## src/rtl/descrambler_ber_monitor.sv

```systemverilog
`timescale 1ns/1ps
// 64b/66b payload descrambler (x^58+x^39+1) with illegal-header flagging, hi-BER window monitor
// and saturating header-error counter. One register stage, skid-free valid/ready.
module descrambler_ber_monitor #(
  parameter bit          BYPASS       = 1'b0,
  parameter int unsigned WINDOW_WORDS = 19531,
  parameter int unsigned BER_THRESH   = 16
) (
  input  logic        clk,
  input  logic        reset,
  input  logic [1:0]  s_axis_ttype,
  input  logic [63:0] s_axis_tdata,
  input  logic        s_axis_tvalid,
  output logic        s_axis_tready,
  output logic [1:0]  m_axis_ttype,
  output logic [63:0] m_axis_tdata,
  output logic        m_axis_tuser,
  output logic        m_axis_tvalid,
  input  logic        m_axis_tready,
  input  logic        err_clear,
  output logic [31:0] err_count,
  output logic        hi_ber
);

  localparam int WIN_W = (WINDOW_WORDS > 1) ? $clog2(WINDOW_WORDS) : 1;
  localparam int BAD_W = $clog2(BER_THRESH + 1);
  localparam logic [WIN_W-1:0] WIN_LAST = WIN_W'(WINDOW_WORDS - 1);
  localparam logic [BAD_W-1:0] BAD_MAX  = BAD_W'(BER_THRESH);

  logic [57:0]      st_q, st_d;
  logic             vld_q, vld_d;
  logic [1:0]       type_q, type_d;
  logic [63:0]      dat_q, dat_d;
  logic             user_q, user_d;
  logic [31:0]      err_count_q, err_count_d;
  logic [WIN_W-1:0] win_q, win_d;
  logic [BAD_W-1:0] bad_q, bad_d;
  logic             hi_q, hi_d;

  logic             accept;
  logic             hdr_bad;
  logic [63:0]      descr;
  logic [63:0]      payload;
  logic [BAD_W-1:0] bad_now;

  assign s_axis_tready = !vld_q || m_axis_tready;
  assign accept        = s_axis_tvalid && s_axis_tready;
  assign hdr_bad       = accept && (s_axis_ttype == 2'b00 || s_axis_ttype == 2'b11);

  // Bit i sees the line bits 39 and 58 positions earlier; the oldest ones come from st_q.
  assign descr   = s_axis_tdata
                 ^ {s_axis_tdata[24:0], st_q[57:19]}
                 ^ {s_axis_tdata[5:0],  st_q};
  assign payload = BYPASS ? s_axis_tdata : descr;

  always_comb begin
    st_d        = st_q;
    vld_d       = vld_q;
    type_d      = type_q;
    dat_d       = dat_q;
    user_d      = user_q;
    err_count_d = err_count_q;
    win_d       = win_q;
    bad_d       = bad_q;
    hi_d        = hi_q;
    bad_now     = bad_q;

    if (accept) begin
      st_d   = s_axis_tdata[63:6];
      vld_d  = 1'b1;
      type_d = s_axis_ttype;
      dat_d  = payload;
      user_d = hdr_bad;
    end else if (m_axis_tready) begin
      vld_d = 1'b0;
    end

    if (err_clear) begin
      err_count_d = '0;
    end else if (hdr_bad && err_count_q != 32'hFFFF_FFFF) begin
      err_count_d = err_count_q + 32'd1;
    end

    if (accept) begin
      bad_now = bad_q + BAD_W'(hdr_bad && bad_q != BAD_MAX);
      if (bad_now == BAD_MAX) hi_d = 1'b1;
      // The clear decision is taken only on the last word of a window.
      if (win_q == WIN_LAST) begin
        if (bad_now < BAD_MAX) hi_d = 1'b0;
        win_d = '0;
        bad_d = '0;
      end else begin
        win_d = win_q + WIN_W'(1);
        bad_d = bad_now;
      end
    end
  end

  always_ff @(posedge clk or posedge reset) begin
    if (reset) begin
      st_q        <= '0;
      vld_q       <= 1'b0;
      type_q      <= '0;
      dat_q       <= '0;
      user_q      <= 1'b0;
      err_count_q <= '0;
      win_q       <= '0;
      bad_q       <= '0;
      hi_q        <= 1'b0;
    end else begin
      st_q        <= st_d;
      vld_q       <= vld_d;
      type_q      <= type_d;
      dat_q       <= dat_d;
      user_q      <= user_d;
      err_count_q <= err_count_d;
      win_q       <= win_d;
      bad_q       <= bad_d;
      hi_q        <= hi_d;
    end
  end

  assign m_axis_tvalid = vld_q;
  assign m_axis_ttype  = type_q;
  assign m_axis_tdata  = dat_q;
  assign m_axis_tuser  = user_q;
  assign err_count     = err_count_q;
  assign hi_ber        = hi_q;

endmodule

```

## config.mk

```make
export PLATFORM = sky130hd
export DESIGN_NAME = descrambler_ber_monitor
export DESIGN_NICKNAME = d
export VERILOG_FILES = /design/src/rtl/descrambler_ber_monitor.sv
export SDC_FILE = /design/constraint.sdc
export NUM_CORES = 1
export LEC_CHECK = 0
export CORE_MARGIN = 4
export CORE_UTILIZATION = 34
export DETAILED_ROUTE_END_ITERATION = 10
export PLACE_DENSITY_LB_ADDON = 0.2
export SYNTH_ARGS = -nofsm -noshare
export SYNTH_HDL_FRONTEND = slang
export SYNTH_SLANG_ARGS = --single-unit
```

## constraint.sdc

```tcl
create_clock -name clk -period 21.9 [get_ports clk]
set_input_delay 6.57 -clock clk [delete_from_list [all_inputs] [get_ports clk]]
set_output_delay 6.57 -clock clk [all_outputs]
set_load 0.03 [all_outputs]
```

==> summary.txt <==
flow finished, numbers: Synth cell types=38, Synth Cell Area=8560 µm², initial antenna violation count=2, Async SR Flop Fraction=100%, Congestion Overflow GR=0, Routability Congestion=0.802, H-tree depth=4, tool warnings=33, Final Worst Setup Slack=7.26 ns, Worst setup endpoint=s_axis_tready, vias in the first global route=6,623, Pwr Total=1.00 mW, post-route insts no fill=1,408, Vias/cell=4.70, most frequent cells in the layout=nand2_1 (278), dfrtp_1 (179), clkdlybuf4s50_1 (172), o21ai_0 (89), Registers, synthesis=179, TNS Setup=0 ns, Mean Syn Cell Area=9.40 µm², RSZ-0062 raised after global routing=false, CP startpoint=m_axis_tready, YS chip area=8560 µm², Final Hold Viols=0, global routing's busiest layer=met2, status=finished clean, sum of met3 wire segment lengths after detailed routing=1680 µm, hold slack final=0.476 ns, Startpoint Class=input port, Pwr Density=89.4 nW/µm², crit-path max FO=6, CTS sink cnt=179, worst r2r src=m_axis_tvalid, Rows=57, Critical Path End Type=primary output, GRT Total Usage=16.0%, port bufs=172, CTS clk-pin slew, worst paths=0.07 ns
## final cells by class
cell class,count,area (µm²)
inverter,12,52.6
sequential,179,4480
timing repair buffer,178,1770
fill,2426,13300
clock buffer,17,425
multi-input combinational,682,3900
clock inverter,15,168
tap,324,405
antenna,1,2.50
## kinds of logic (layout without fill, tap and decap cells)
| group | count (synthesis) | after routing | share of synthesized area [%] |
|---|---|---|---|
| multiplexers | 4 | 4 | 0.511 |
| adder cells (fa/ha/maj) | 5 | 5 | 0.731 |
| AND/OR/NAND/NOR | 397 | 397 | 21.0 |
| XOR/XNOR | 144 | 144 | 14.7 |
| AND-OR/OR-AND | 132 | 132 | 8.45 |
| buffers and inverters | 50 | 222 | 2.29 |
| flip-flops | 179 | 179 | 52.3 |
| other | 0 | 1 | 0 |
## synth_stat cells (2+ instances only)
library cell	instances
and4_1	8
mux2_2	3
ha_1	5
nand2_1	279
xor2_1	72
nand3_1	21
or4_1	17
and3_1	7
dfrtp_1	179
buf_1	2
or3_1	11
nand2b_1	2
nor2b_1	6
clkbuf_1	31
xnor2_1	72
nor3_1	7
nand4_1	8
nor4_1	2
buf_2	4
a21oi_1	23
o31ai_1	16
nor2_1	18
or4b_2	3
and3_2	2
inv_1	12
o21ai_0	89
## registers in the layout (all words and copies together), names as in the netlist, 2 cells and up
name          count
bad_q             5
err_count        32
m_axis_tdata     64
m_axis_ttype      2
st_q             58
win_q            15
## power breakdown
group          switching [mW]  total, mW  internal [mW]
clock                   0.153      0.306          0.153
combinational           0.154      0.271          0.117
sequential             0.0417      0.425          0.383
total                   0.348       1.00          0.653
## worst max-delay path: cells and delay by family
family,cells,cell delay (ns)
and+or+nand+nor,1,0.27
buffers and inverters,3,1.23
met1.png
Drawn at 1.5 px/µm. Supply wires on this layer in grey.
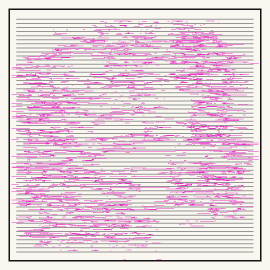
share of all routed wire: 44%
nets with wire on the layer: 1,010
wire length on this layer: 9,750 µm
longest straight run: 64.9 µm
detailed-route via count: 6,616
met1 global-route usage: 21.0%
Total Wirelength: 22,000 µm

density.png
Drawn at 2 px/µm. 17 x 17 tiles, from white (low) to dark blue (high), 0 to 100% covered.
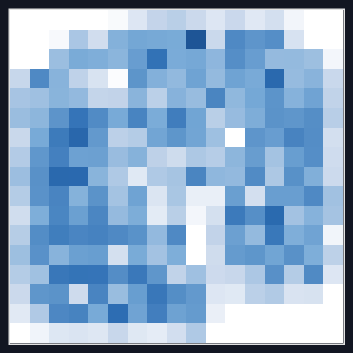
mean over tiles: 39%
tiles over 75% full: 2.4%
densest ninth of the die: west
fp util: 34.9%
post-layout util: 45.7%

Power and IR drop assume default switching activity.
